## config.mk

```make
export PLATFORM = sky130hd
export DESIGN_NAME = vcontrol_pipe
export DESIGN_NICKNAME = d
export VERILOG_FILES = /design/src/rtl/vcontrol_pipe.sv
export SDC_FILE = /design/constraint.sdc
export NUM_CORES = 1
export LEC_CHECK = 0
export CORE_ASPECT_RATIO = 0.75
export CORE_UTILIZATION = 42
export CTS_CLUSTER_DIAMETER = 120
export CTS_CLUSTER_SIZE = 10
export DETAILED_ROUTE_END_ITERATION = 7
export PLACE_DENSITY_LB_ADDON = 0.08
export SLEW_MARGIN = 20
export SYNTH_ARGS = -nofsm -noshare
export SYNTH_HDL_FRONTEND = slang
export SYNTH_SLANG_ARGS = --single-unit
```

## constraint.sdc

```tcl
create_clock -name clk -period 1.15 [get_ports clk]
set_input_delay 0.115 -clock clk [delete_from_list [all_inputs] [get_ports clk]]
set_output_delay 0.115 -clock clk [all_outputs]
set_load 0.1 [all_outputs]
```

## src/rtl/vcontrol_pipe.sv

```systemverilog
// Vector-capable control unit: decodes in D, sequences multipass vector ops
// into E one pass per cycle, and carries controls through E->M->W.
module vcontrol_pipe #(
  parameter int VLEN  = 8,
  parameter int LANES = 4,
  localparam int PASSES = VLEN / LANES,
  localparam int PW = (PASSES > 1) ? $clog2(PASSES) : 1
) (
  input  logic          clk,
  input  logic          reset,
  input  logic [5:0]    opD,
  input  logic [5:0]    functD,
  input  logic          eqD,
  input  logic          flushE,
  output logic          stallD,
  output logic          pcsrcD,
  output logic          jumpD,
  output logic [1:0]    branchD,
  output logic          alusrcE,
  output logic          scalarE,
  output logic          regdstE,
  output logic          regwriteE,
  output logic          memtoregE,
  output logic [3:0]    alucontrolE,
  output logic [PW-1:0] passE,
  output logic          lastpassE,
  output logic          memwriteM,
  output logic          regwriteM,
  output logic          memtoregM,
  output logic          regwriteW,
  output logic          vregwriteW,
  output logic          memtoregW
);

  typedef struct packed {
    logic       alusrc;
    logic       scalar;
    logic       regdst;
    logic       regwrite;
    logic       memtoreg;
    logic       memwrite;
    logic       vregwrite;
    logic [3:0] alu;
  } ctrl_t;

  typedef enum logic {IDLE, ISSUE} state_t;

  localparam logic [PW-1:0] LAST_PASS = PW'(PASSES - 1);

  ctrl_t          dec;
  logic           multi;
  ctrl_t          e_d, e_q, hold_d, hold_q;
  logic [PW-1:0]  pass_d, pass_q, cnt_d, cnt_q;
  logic           last_d, last_q;
  state_t         state_d, state_q;
  logic [3:0]     m_d, m_q;
  logic [2:0]     w_d, w_q;
  logic           unused_funct;

  assign unused_funct = ^functD[5:4];

  always_comb begin
    dec     = '0;
    multi   = 1'b0;
    branchD = 2'b00;
    jumpD   = 1'b0;
    case (opD)
      6'b000000: begin dec.regwrite = 1'b1; dec.regdst = 1'b1; dec.alu = functD[3:0]; end
      6'b000100: begin dec.vregwrite = 1'b1; dec.alu = functD[3:0]; multi = 1'b1; end
      6'b001100: begin
        dec.vregwrite = 1'b1; dec.scalar = 1'b1; dec.alu = functD[3:0]; multi = 1'b1;
      end
      6'b010000: begin dec.regwrite = 1'b1; dec.alusrc = 1'b1; end
      6'b100000: begin dec.regwrite = 1'b1; dec.alusrc = 1'b1; dec.memtoreg = 1'b1; end
      6'b100001: begin dec.memwrite = 1'b1; dec.alusrc = 1'b1; end
      6'b100010: begin
        dec.vregwrite = 1'b1; dec.alusrc = 1'b1; dec.memtoreg = 1'b1; multi = 1'b1;
      end
      6'b110001: branchD = 2'b01;
      6'b110010: branchD = 2'b10;
      6'b111111: jumpD = 1'b1;
      default: ;
    endcase
  end

  assign pcsrcD = ((branchD == 2'b01) & eqD) | ((branchD == 2'b10) & ~eqD);

  // Later passes replay the controls captured at sequence start, not live D.
  always_comb begin
    state_d = state_q;
    cnt_d   = cnt_q;
    hold_d  = hold_q;
    e_d     = dec;
    pass_d  = '0;
    last_d  = 1'b0;
    stallD  = 1'b0;
    case (state_q)
      IDLE: begin
        if (multi) begin
          if (PASSES > 1) begin
            state_d = ISSUE;
            cnt_d   = PW'(1);
            hold_d  = dec;
            stallD  = 1'b1;
          end else begin
            last_d = 1'b1;
          end
        end
      end
      ISSUE: begin
        e_d    = hold_q;
        pass_d = cnt_q;
        if (cnt_q == LAST_PASS) begin
          last_d  = 1'b1;
          state_d = IDLE;
          cnt_d   = '0;
        end else begin
          cnt_d  = cnt_q + PW'(1);
          stallD = 1'b1;
        end
      end
      default: state_d = IDLE;
    endcase
    if (flushE) begin
      e_d     = '0;
      pass_d  = '0;
      last_d  = 1'b0;
      state_d = IDLE;
      cnt_d   = '0;
    end
    if (!reset) stallD = 1'b0;
  end

  always_comb begin
    m_d = {e_q.memwrite, e_q.regwrite, e_q.memtoreg, e_q.vregwrite};
    w_d = {m_q[2], m_q[0], m_q[1]};
  end

  always_ff @(posedge clk) begin
    if (!reset) begin
      e_q     <= '0;
      hold_q  <= '0;
      pass_q  <= '0;
      last_q  <= 1'b0;
      cnt_q   <= '0;
      state_q <= IDLE;
      m_q     <= '0;
      w_q     <= '0;
    end else begin
      e_q     <= e_d;
      hold_q  <= hold_d;
      pass_q  <= pass_d;
      last_q  <= last_d;
      cnt_q   <= cnt_d;
      state_q <= state_d;
      m_q     <= m_d;
      w_q     <= w_d;
    end
  end

  assign alusrcE     = e_q.alusrc;
  assign scalarE     = e_q.scalar;
  assign regdstE     = e_q.regdst;
  assign regwriteE   = e_q.regwrite;
  assign memtoregE   = e_q.memtoreg;
  assign alucontrolE = e_q.alu;
  assign passE       = pass_q;
  assign lastpassE   = last_q;

  assign memwriteM = m_q[3];
  assign regwriteM = m_q[2];
  assign memtoregM = m_q[1];

  assign regwriteW  = w_q[2];
  assign vregwriteW = w_q[1];
  assign memtoregW  = w_q[0];

endmodule
```

==> run_1/pdn.png <==
Scale: 6 px per um. Pins as bars on the die edge. Tap cells in grey.
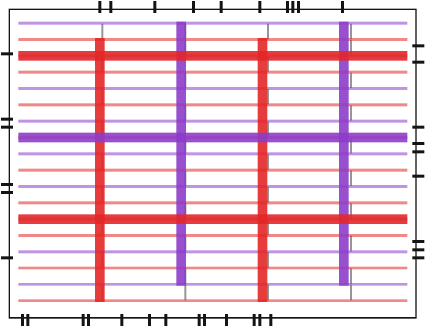
legend:
  red:
    net: VSS
  purple:
    net: VDD
rows: 17
tap cells: 38
signal pins: 38
met5 straps: 3

==> run_1/cell_classes.png <==
Scale: 6 px per um. Fill, decap, tap and diode cells in grey.
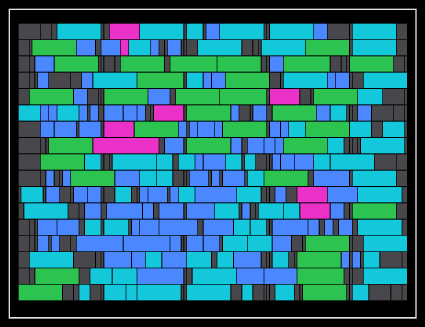
legend:
  blue:
    class: all other logic
    cells: 96
    share_of_their_area: 31%
  green:
    class: flops
    cells: 33
    share_of_their_area: 28%
  cyan:
    class: other buffers and delay cells
    cells: 70
    share_of_their_area: 36%
  magenta:
    class: clock drivers and dummy loads
    cells: 8
    share_of_their_area: 4.9%

==> flow_summary_export.csv, run 1 <==
group,metric,value,unit
critical_path,worst-r2r-cell-count,6,
timing,slew_headroom,73.9,%
power,cellPowerDensity,1060,nW/um2
global_route,grt_usage,22.6,%
placed_design,dp.cells,227,
logic_synthesis,edf_count,0,
critical_path,crit_required,1.03,ns
timing,worst_slack,-0.238,ns
logic_synthesis,area_leaders,"dfxtp_1 (49%), nand2_1 (4.7%), mux2i_1 (4.4%)",
critical_path,crit_arrival,1.27,ns
logic_synthesis,mux_share,4.44,%
timing,setup_tns,-1.06,ns
logic_synthesis,ys_top_cells_by_count,"dfxtp_1 (33), nand2_1 (17), nor2_1 (12), a21oi_1 (10), and2_1 (7)",
cts,clkTransAtPathRegs,0.06,ns
logic_synthesis,fa_ha_area_share,0,%
detailed_routing,antenna_left,0,
cells_and_area,area_delta_synth_final,80.3,%
cells_and_area,instances_no_fill,245,
logic_synthesis,yosysUniqueCellTypes,31,
timing,fmax,720,MHz
placed_design,dpl.hpwl,2.29,mm
detailed_routing,first_iter_violations,59,
run,warnings,31,
cells_and_area,antenna_cells,0,
logic_synthesis,syn_area_per_cell,9.21,um2
die,core_region_area,3000,um2
detailed_routing,num_vias,1309,
logic_synthesis,netlist_instances,147,
global_route,grt_overflow,0,
timing,min_period,1.39,ns
cts,clock_latency,0.28,ns
cts,hold_buffers,0,
die,ios,38,
critical_path,endpoint_kind,"output port",
logic_synthesis,logic_family,"simple AND/OR/NAND/NOR gates",
detailed_routing,drc,0,
detailed_routing,vias_per_cell,5.34,
cells_and_area,final_util,81.4,%
logic_synthesis,yosys_cells,147,
cts,cts.sinks,33,
cts,cts_buffers,5,
detailed_routing,avgRoutedWirePerCell,14.8,um
die,die_h,51.2,um
critical_path,worstSetupPathType,"register to output port",
timing,slew_violations,0,
logic_synthesis,fp_nets,163,
critical_path,path_max_fanout,2,
global_route,antenna_found_initial,0,
die,die_x,67.6,um
timing,hold_slack,0.372,ns
die,std_cell_rows,17,
die,floorplanUtilization,45.1,%
logic_synthesis,synth_seq_share,48.8,%
outcome,status,"complete, but fails checks",
timing,worst_slew_pin_slew,0.386,ns
logic_synthesis,ys_sh_xor,0,%
worst_hold_path,worstHoldPathCells,5,
power,ir_drop,797,uV
detailed_routing,wirelength,3.62,mm
timing,rsz0062_at_grt,"true",
cts,cts_buffer_depth,2,
cts,cts_root_buf,"clkbuf_8",
logic_synthesis,ff_type,"dfxtp_1",
cells_and_area,drive_gt1_share,46.4,%
run,drv_cap,0,
timing,finalHoldViolations,0,
logic_synthesis,syn_area,1350,um2
die,dieArea,3460,um2
global_route,grt_start_max_net_pins,24,
outcome,violations,"setup timing",
placed_design,routabilityCongestion,0.847,
timing,fin_crit_sh,121,%
logic_synthesis,top_cell_area_share,48.8,%
timing,setup_violations,16,
logic_synthesis,largest_area_cell,"dfxtp_1",
placed_design,io_buffers,35,
power,p_leak,0.951,nW
logic_synthesis,ys_ff,33,
detailed_routing,drt_pass1_iterations,4,
logic_synthesis,synthAoiAreaFrac,9.52,%
power,p_total,2.59,mW
cells_and_area,nets,222,
global_route,grt_pass1_wl,5.61,mm
cts,htreeDepth,2,
worst_hold_path,worstHoldPathType,"primary input to register",
logic_synthesis,yosys_warnings,0,
logic_synthesis,ys_area,1350,um2
critical_path,cp-start-kind,"register",
logic_synthesis,async_flop_share,0,%
logic_synthesis,synth-simple-area-share,28.8,%
global_route,grt_pass1_vias,1203,
timing,skew,0.00258,ns
cts,cts_tree,"yes",
logic_synthesis,top_cell,"dfxtp_1",
==> run_1/clock_map.png <==
Scale: 6 px per um.
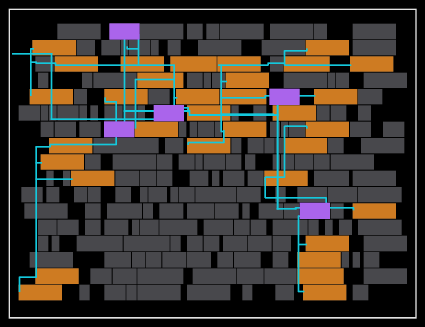
legend:
  cyan:
    item: clock wires
    length: 364 um
  purple:
    item: cells driving clock nets
    count: 5
  orange:
    item: flip-flops
    count: 33
routed clock nets: 6

==> run_1/metal_stack.png <==
Scale: 6 px per um.
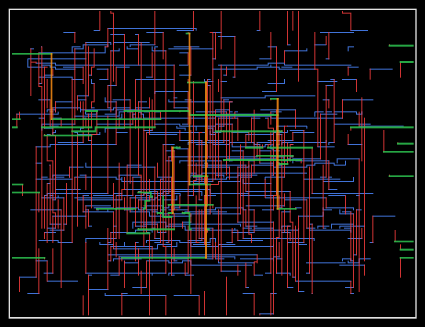
legend:
  red:
    layer: met2
    wire_length: 1780 um
  orange:
    layer: met4
    wire_length: 94.5 um
  green:
    layer: met3
    wire_length: 240 um
  blue:
    layer: met1
    wire_length: 1500 um

run 1: layout make-up:
type | instances | area (um2)
Sequential cell | 33 | 667
Clock buffer | 7 | 86.3
Fill cell | 169 | 558
Clock inverter | 1 | 30.0
Tap cell | 38 | 47.5
Timing Repair Buffer | 70 | 871
Inverter | 1 | 3.75
Multi-Input combinational cell | 95 | 736
run 1: repair_timing:
action	in CTS	in global routing
resized	29	22
buffers inserted	4	10
endpoints found under the setup margin	24	26
pin swaps	6	13
gates cloned	0	0
run 1: where the power goes:
| part | internal (mW) | switching, mW |
|---|---|---|
| registers | 1.15 | 0.00464 |
| clock network | 0.706 | 0.393 |
| logic | 0.163 | 0.178 |
run 1: routing by layer:
metal  GRT usage, %  wire length [um]  share of wire [%]  vias to the layer above
met4           9.93                94                2.6                        0
met5              0                 0                  0                        -
met1           28.0              1500                 42                      603
met2           36.5              1780                 49                       67
li1               -                 -                  -                      627
met3           6.03               240                6.6                       12
run 1: worst max-delay path: stages (launching register included):
cell     delay, ns
dfxtp_2       0.34
nor3_4        0.18
o21ai_2       0.11
a21oi_4       0.18
buf_12        0.19
run 1: final timing paths:
| check | from | endpoint | slack, ns |
|---|---|---|---|
| setup / recovery | state_q | stallD | -0.24 |
| hold / removal | opD[2] | alusrcE | 0.37 |
| setup reg to reg | state_q | regwriteE | -0.09 |
| hold reg to reg | e_q[5] | m_q[3] | 0.43 |
run 1: through the flow:
stage	worst slack (ns)	area [um2]
detailed placement	-0.474	2130
global route	-0.301	2440
CTS	-0.262	2350
finish	-0.238	2440
floorplan	-0.470	1450
global placement	-0.444	2130
run 1: kinds of logic after synthesis:
group	Yosys count
muxes	6
DFF	33
buffers and inverters	19
AOI/OAI and AO/OA	21
and+or+nand+nor	68
run 1: cell usage in the layout, fill, tap and decap left out, types with 3 or more instances in the layout:
cell type        instances
buf_12                  24
nand4_1                  4
buf_4                   24
nand2_1                 16
buf_6                    9
mux2i_1                  6
nand4b_1                 5
clkbuf_8                 6
a21oi_1                  7
dfxtp_1                 28
clkdlybuf4s50_1          7
nand2b_1                 3
nor2_1                  10
and2_1                   7
nor4_4                   3
dfxtp_2                  5
run 1: registers in the layout, summed over array words and instances, names as in the netlist, 2 cells and up:
register / cells
alucontrolE: 4
hold_q: 11
m_q: 4
w_q: 3
e_q: 2
==> run_1/final_congestion.png <==
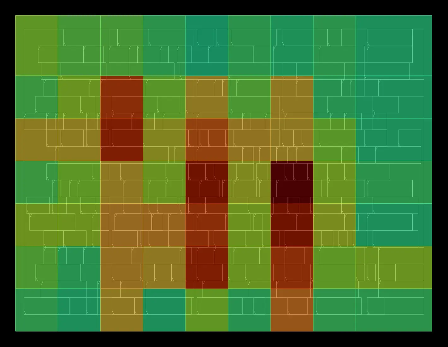

## Run 2: what changed since run 1
TNS_END_PERCENT = 50   (was not set)
==> run_2/final_congestion.png <==
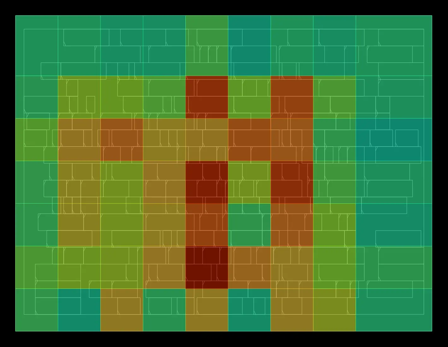
global-route usage over all layers: 22.0%
GR Layer Usage met1: 26.2%

==> run 2 against run 1 <==
Net effect:
- the run still ends with setup timing left
- final area decreased by 5.2%
- register-to-register slack better by 0.04 ns
- cell count fell by 2.9%
- non-clock buffer count decreased by 7
- wire length decreased by 8.5%
- via count is 4.4% lower
- clock power down 24%
- sequential power is essentially flat
- setup slack got worse by 0.0089 ns
==> flow_summary_export.csv, run 2 <==
group,metric,value,unit
outcome,status,"complete, but fails checks",
outcome,violations,"setup timing",
cells_and_area,drive_gt1_share,40.5,%
cts,cts.sinks,33,
timing,slew_violations,0,
critical_path,rr_startpoint,"state_q",
logic_synthesis,fa_ha_area_share,0,%
timing,worst_slack,-0.247,ns
critical_path,r2r_slack,-0.05,ns
cts,cts_buffers,5,
cts,clkTransAtPathRegs,0.07,ns
critical_path,worst-r2r-cell-count,5,
timing,worst_slew_pin_slew,0.325,ns
cts,htreeDepth,2,
logic_synthesis,async_flop_share,0,%
critical_path,worst_path_largest_cell_delay,0.34,ns
worst_hold_path,min_from,"opD[4]",
cts,cts_tree,"yes",
die,floorplanUtilization,45.1,%
timing,setup_violations,11,
timing,skew,0.00651,ns
logic_synthesis,area_leaders,"dfxtp_1 (49%), nand2_1 (4.7%), mux2i_1 (4.4%)",
logic_synthesis,fp_nets,163,
logic_synthesis,largest_area_cell,"dfxtp_1",
worst_hold_path,hold_end,"hold_q[9]",
detailed_routing,antenna_left,0,
cts,clock_latency,0.28,ns
worst_hold_path,worstHoldPathType,"primary input to register",
logic_synthesis,ys_top_cells_by_count,"dfxtp_1 (33), nand2_1 (17), nor2_1 (12), a21oi_1 (10), and2_1 (7)",
logic_synthesis,ys_sh_xor,0,%
logic_synthesis,logic_family,"simple AND/OR/NAND/NOR gates",
critical_path,setup.worst_path.start,"state_q",
critical_path,path_max_fanout,2,
critical_path,crit_required,1.03,ns
power,ir_drop,768,uV
cts,cts_root_buf,"clkbuf_8",
detailed_routing,drt_pass1_iterations,4,
cells_and_area,instances_no_fill,238,
logic_synthesis,top_cell_area_share,48.8,%
timing,fin_crit_sh,121,%
logic_synthesis,synth_seq_share,48.8,%
detailed_routing,num_vias,1252,
critical_path,cp_cell_sequence,"nor3_4 > o21ai_2 > a21oi_4 > buf_12",
placed_design,pre_cts_ws,-0.522,ns
logic_synthesis,yosysUniqueCellTypes,31,
detailed_routing,drc,0,
timing,slew_headroom,78.3,%
critical_path,cp-start-kind,"register",
global_route,antenna_found_initial,0,
cells_and_area,top_register,"hold_q",
worst_hold_path,worstHoldPathCells,4,
critical_path,worstSetupPathType,"register to output port",
power,p_leak,0.893,nW
logic_synthesis,synthAoiAreaFrac,9.52,%
power,cellPowerDensity,999,nW/um2
cells_and_area,antenna_cells,0,
cells_and_area,area_delta_synth_final,71.0,%
logic_synthesis,netlist_instances,147,
logic_synthesis,yosys_cells,147,
detailed_routing,first_iter_violations,48,
cells_and_area,fillers,191,
global_route,grt_pass1_vias,1230,
logic_synthesis,syn_area,1350,um2
global_route,grt_overflow,0,
placed_design,dp.cells,226,
timing,rsz0062_at_grt,"true",
logic_synthesis,ys_ff,33,
cells_and_area,nets,215,
die,std_cell_rows,17,
detailed_routing,avgRoutedWirePerCell,13.9,um
timing,finalHoldViolations,0,
detailed_routing,vias_per_cell,5.26,
die,dieArea,3460,um2
run,warnings,31,
cells_and_area,lay_top_cells,"dfxtp_1 (32), buf_12 (23), buf_4 (18), nand2_1 (17), nor2_1 (11)",
logic_synthesis,yosys_warnings,0,
logic_synthesis,ys_area,1350,um2
run,drv_cap,0,
global_route,grt_start_max_net_pins,24,
die,die_h,51.2,um
logic_synthesis,syn_area_per_cell,9.21,um2
global_route,grt_pass1_wl,5.53,mm
logic_synthesis,ff_type,"dfxtp_1",
critical_path,crit_slowest_cell,"dfxtp_2",
critical_path,crit_arrival,1.28,ns
cts,hold_buffers,0,
logic_synthesis,top_cell,"dfxtp_1",
cells_and_area,largest_reg_flops,11,
cells_and_area,lay_top_count,"dfxtp_1",
detailed_routing,wirelength,3.31,mm
critical_path,endpoint_kind,"output port",
die,die_x,67.6,um
placed_design,dpl.hpwl,2.29,mm
logic_synthesis,edf_count,0,
die,core_region_area,3000,um2
timing,min_period,1.40,ns
critical_path,r2r_end,"hold_q[7]",
placed_design,io_buffers,35,
logic_synthesis,mux_share,4.44,%
cts,cts_buffer_depth,2,
placed_design,routabilityCongestion,0.826,
die,ios,38,
logic_synthesis,synth-simple-area-share,28.8,%
timing,fmax,716,MHz
==> run_2/metal_stack.png <==
Scale: 6 px per um.
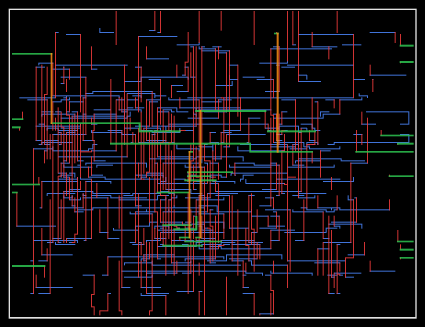
legend:
  blue:
    layer: met1
    wire_length: 1420 um
  orange:
    layer: met4
    wire_length: 66.6 um
  red:
    layer: met2
    wire_length: 1650 um
  green:
    layer: met3
    wire_length: 175 um

-- run 2: cell count changes in the layout (fill, tap and decap cells not counted), moves of 2 or more --
cell,previous run,this run
buf_2,2,4
buf_4,24,18
clkbuf_2,2,0
clkinv_2,0,2
dfxtp_1,28,32
dfxtp_2,5,1
-- run 2: worst max-delay path by stage --
| stage | slack (ns) | endpoint | cells past startpoint |
|---|---|---|---|
| after floorplan | -0.47 | pcsrcD | 4 |
| after detailed placement | -0.52 | hold_q[8] | 6 |
| after CTS | -0.30 | stallD | 5 |
| after global routing | -0.31 | stallD | 4 |
| final | -0.25 | stallD | 4 |
| after global placement | -0.47 | pcsrcD | 6 |
-- run 2: per-layer routing --
metal  global-route usage (%)  routed length (um)  up-vias  part of all wire (%)
li1                         -                   -      611                     -
met1                     26.2                1420      591                    43
met2                     36.1                1650       42                    50
met3                     6.03                 175        8                   5.3
met4                     10.6                  66        0                   2.0
met5                        0                   0        -                     0
-- run 2: per-stage QoR --
stage | area, um2 | total power, mW | util (%) | hold WS (ns) | TNS [ns]
after CTS | 2290 | 2.32 | 76.5 | 0.310 | -1.19
final | 2310 | 2.31 | 77.2 | 0.301 | -0.785
after floorplan | 1440 | 1.34 | - | 0.268 | -1.62
after global routing | 2310 | 2.41 | 77.2 | 0.323 | -1.79
after global placement | 2120 | 1.46 | 70.7 | 0.417 | -10.46
after detailed placement | 2120 | 1.47 | 70.7 | 0.418 | -11.47
-- run 2: cell families (layout without fill, tap and decap cells) --
group	count (synthesis)	count (layout)
buffers and inverters	19	72
multiplexers	6	6
flip-flops	33	33
AND/OR/NAND/NOR	68	68
AND-OR/OR-AND	21	21
-- run 2: critical path: cells and delay by family, from the launching register on --
| family | cells | cell delay, ns |
|---|---|---|
| buffers and inverters | 1 | 0.19 |
| flip-flops | 1 | 0.34 |
| AND/OR/NAND/NOR | 1 | 0.19 |
| AND-OR/OR-AND | 2 | 0.29 |
-- run 2: layout make-up --
type | instances | area, um2 | share of cell area [%]
Clock buffer | 5 | 68.8 | 2.97
Sequential cell | 33 | 662 | 28.6
Clock inverter | 3 | 17.5 | 0.757
Timing Repair Buffer | 63 | 805 | 34.8
Multi-Input combinational cell | 95 | 711 | 30.7
Tap cell | 38 | 47.5 | 2.05
Inverter | 1 | 3.75 | 0.162
-- run 2: report_power, final --
part           switching, mW  internal [mW]
logic                  0.171          0.148
clock network          0.424          0.417
registers            0.00429           1.15
-- run 2: what timing repair did --
| item | CTS | global route |
|---|---|---|
| pin swaps | 7 | 6 |
| setup endpoints to repair | 26 | 24 |
| resized | 33 | 6 |
| buffers inserted | 4 | 0 |
| cloned | 1 | 0 |
==> run_2/pdn.png <==
Scale: 6 px per um. Pins as bars on the die edge. Tap cells in grey.
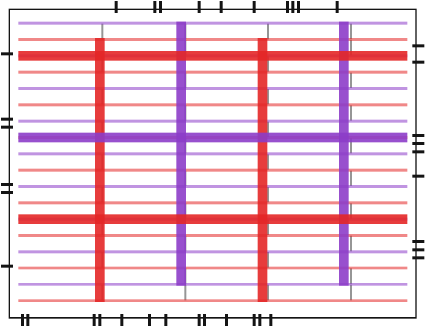

## Run 3: what changed since run 2
ABC_AREA = 1   (was not set)
==> run_3/pdn.png <==
Scale: 8 px per um. Pins as bars on the die edge. Tap cells in grey.
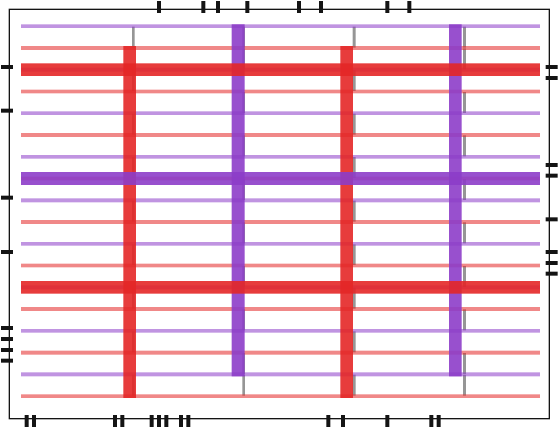
legend:
  purple:
    net: VDD
  red:
    net: VSS
signal pins: 38
met4 straps: 4
rows: 17

==> run 3 against run 2 <==
Net effect:
- the flow still finishes with violations (setup timing)
- register-to-register slack better by 0.12 ns
- fmax increased by 14%
- largest power group unchanged
- clock power hardly changed
- critical path type unchanged
- worst hold slack got worse by 0.011 ns
==> flow_summary_export.csv, run 3 <==
group,metric,value,unit
critical_path,worstSetupPathType,"register to output port",
cts,cts_root_buf,"clkbuf_8",
placed_design,routabilityCongestion,0.790,
detailed_routing,drt_pass1_iterations,4,
detailed_routing,wirelength,3.47,mm
critical_path,cp_num_buf_inv,3,
placed_design,dpl.hpwl,2.39,mm
timing,setup_violations,2,
logic_synthesis,syn_area_per_cell,7.64,um2
detailed_routing,antenna_left,0,
timing,fmax,817,MHz
run,warnings,31,
global_route,antenna_found_initial,0,
cts,cts_buffer_depth,2,
cells_and_area,lay_top_cells,"dfxtp_1 (32), buf_4 (31), nor2_1 (30), inv_1 (23), nand2_1 (23)",
timing,finalHoldViolations,0,
global_route,grt_usage,23.7,%
cells_and_area,drive_gt1_share,41.5,%
outcome,violations,"setup timing",
timing,worst_slack,-0.0743,ns
critical_path,cp-start-kind,"register",
cts,htreeDepth,2,
critical_path,crit_slowest_cell,"dfxtp_4",
timing,slew_violations,0,
cells_and_area,final_util,77.6,%
critical_path,cp_top_family,"flip-flops",
detailed_routing,first_iter_violations,44,
critical_path,worst_path_largest_cell_delay,0.37,ns
timing,rsz0062_at_grt,"true",
cells_and_area,antenna_cells,0,
cts,cts_tree,"yes",
logic_synthesis,yosys_warnings,0,
logic_synthesis,top_cell,"dfxtp_1",
logic_synthesis,synth_seq_share,49.2,%
placed_design,dp.cells,259,
run,drv_cap,0,
critical_path,rr_startpoint,"state_q",
detailed_routing,drc,0,
power,p_leak,1.10,nW
cells_and_area,largest_reg_flops,11,
die,floorplanUtilization,44.8,%
die,std_cell_rows,17,
worst_hold_path,min_from,"opD[3]",
detailed_routing,avgRoutedWirePerCell,12.5,um
global_route,grt_start_max_net_pins,15,
die,ios,38,
cts,clkTransAtPathRegs,0.07,ns
critical_path,endpoint_kind,"output port",
die,die_x,67.3,um
worst_hold_path,worstHoldPathCells,4,
outcome,status,"complete, but fails checks",
critical_path,r2r_end,"e_q[5]",
critical_path,path_common_cell,"nand3_4",
cts,cts.sinks,33,
logic_synthesis,fp_nets,192,
cts,hold_buffers,0,
placed_design,io_buffers,35,
timing,hold_slack,0.290,ns
critical_path,crit_arrival,1.11,ns
detailed_routing,num_vias,1306,
critical_path,cp_cell_sequence,"inv_6 > nand3_4 > nand3_4 > clkinvlp_4 > buf_12",
logic_synthesis,ys_top_cells_by_count,"dfxtp_1 (33), nor2_1 (32), inv_1 (27), nand2_1 (26), nand3_1 (11)",
logic_synthesis,ys_area,1340,um2
critical_path,path_max_fanout,3,
cells_and_area,top_register,"hold_q",
worst_hold_path,hold_end,"hold_q[9]",
timing,worst_slew_pin_slew,0.249,ns
die,die_h,51.0,um
cells_and_area,instances_no_fill,279,
logic_synthesis,netlist_instances,176,
logic_synthesis,ys_ff,33,
worst_hold_path,worstHoldPathType,"primary input to register",
cells_and_area,lay_top_count,"dfxtp_1",
timing,skew,0.00760,ns
cells_and_area,nets,256,
logic_synthesis,top_cell_area_share,49.2,%
detailed_routing,vias_per_cell,4.68,
global_route,grt_overflow,0,
logic_synthesis,syn_area,1340,um2
timing,slew_headroom,83.4,%
cells_and_area,area_delta_synth_final,73.3,%
power,ir_drop,1210,uV
die,core_region_area,3000,um2
critical_path,crit_required,1.03,ns
global_route,grt_pass1_vias,1326,
logic_synthesis,largest_area_cell,"dfxtp_1",
cts,cts_buffers,5,
logic_synthesis,area_leaders,"dfxtp_1 (49%), nor2_1 (8.9%), inv_1 (7.5%)",
timing,min_period,1.22,ns
critical_path,r2r_slack,0.07,ns
global_route,grt_pass1_wl,5.77,mm
logic_synthesis,edf_count,0,
logic_synthesis,yosys_cells,176,
die,dieArea,3430,um2
logic_synthesis,ff_type,"dfxtp_1",
timing,fin_crit_sh,106,%
logic_synthesis,async_flop_share,0,%
cts,clock_latency,0.29,ns
power,cellPowerDensity,1010,nW/um2
critical_path,worst-r2r-cell-count,5,
logic_synthesis,yosysUniqueCellTypes,24,
==> run_3/cell_classes.png <==
Scale: 8 px per um. Fill, decap, tap and diode cells in grey.
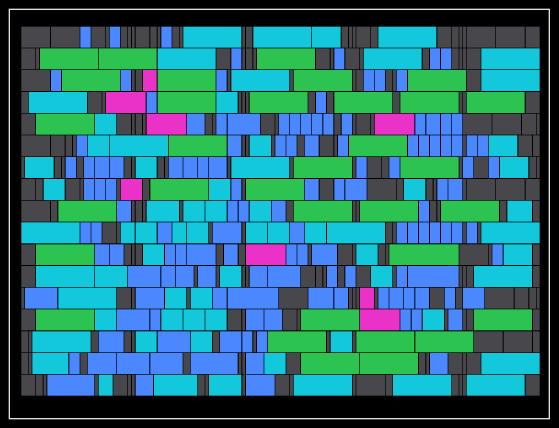
legend:
  green:
    class: flops
    cells: 33
    share_of_their_area: 29%
  magenta:
    class: clock drivers and dummy loads
    cells: 8
    share_of_their_area: 3.8%
  cyan:
    class: other buffers and delay cells
    cells: 67
    share_of_their_area: 35%
  blue:
    class: all other logic
    cells: 133
    share_of_their_area: 32%

run 3: cell count changes after synthesis, sizes merged, moves of 6 or more:
cell | before | now
mux2i | 6 | 0
and2 | 7 | 1
nand3 | 2 | 12
nor2 | 12 | 37
o21ai | 2 | 10
inv | 1 | 28
nand2 | 17 | 30
run 3: repair_timing:
| item | CTS | global route |
|---|---|---|
| pin swaps | 8 | 9 |
| setup buffers | 10 | 2 |
| gates resized | 34 | 20 |
| setup endpoints to repair | 19 | 12 |
run 3: worst max-delay path by stage:
stage | end | from | slack (ns) | depth (start not counted)
floorplan | pcsrcD | opD[2] | -0.52 | 5
global placement | pcsrcD | opD[2] | -0.42 | 6
detailed placement | pcsrcD | opD[2] | -0.46 | 8
CTS | stallD | state_q | -0.08 | 5
global route | stallD | state_q | -0.11 | 5
finish | stallD | state_q | -0.07 | 5
run 3: per-layer routing:
layer | part of all wire, % | track usage (%) | up-vias
met3 | 5.3 | 8.48 | 11
met1 | 43 | 26.0 | 596
li1 | - | - | 661
met2 | 48 | 39.5 | 38
met4 | 3.4 | 12.8 | 0
met5 | 0 | 0 | -
run 3: stage by stage:
stage	setup WS [ns]	TNS, ns	total power [mW]	instance area (um2)
floorplan	-0.522	-1.31	1.35	1410
global placement	-0.418	-8.28	1.48	2080
detailed placement	-0.456	-9.24	1.49	2080
finish	-0.0743	-0.0840	2.35	2330
global route	-0.110	-0.181	2.45	2330
CTS	-0.0837	-0.129	2.35	2270
run 3: area by class of cell:
type	instances	area [um2]
Sequential cell	33	664
Tap cell	38	47.5
Timing Repair Buffer	67	808
Multi-Input combinational cell	105	606
Fill cell	205	671
Clock inverter	3	17.5
Inverter	28	116
Clock buffer	5	68.8
run 3: cell families (layout without fill, tap and decap cells):
kind of cell / count (synthesis) / after routing / synth area share (%)
DFF: 33 / 33 / 49.2
buffers and inverters: 38 / 103 / 13.8
and+or+nand+nor: 85 / 85 / 29.1
AOI/OAI and AO/OA: 20 / 20 / 7.91
run 3: power by group:
| group | leakage [nW] | internal, mW | switching, mW |
|---|---|---|---|
| clock | 0.0439 | 0.417 | 0.424 |
| sequential | 0.267 | 1.15 | 0.00900 |
| combinational | 0.791 | 0.154 | 0.190 |
run 3: tightest hold or removal path: stages:
cell,delay (ns)
buf_6,0.10
buf_4,0.13
nand4_1,0.12
a21oi_2,0.06
No activity file was given, so power comes from the tool's default toggle rates.
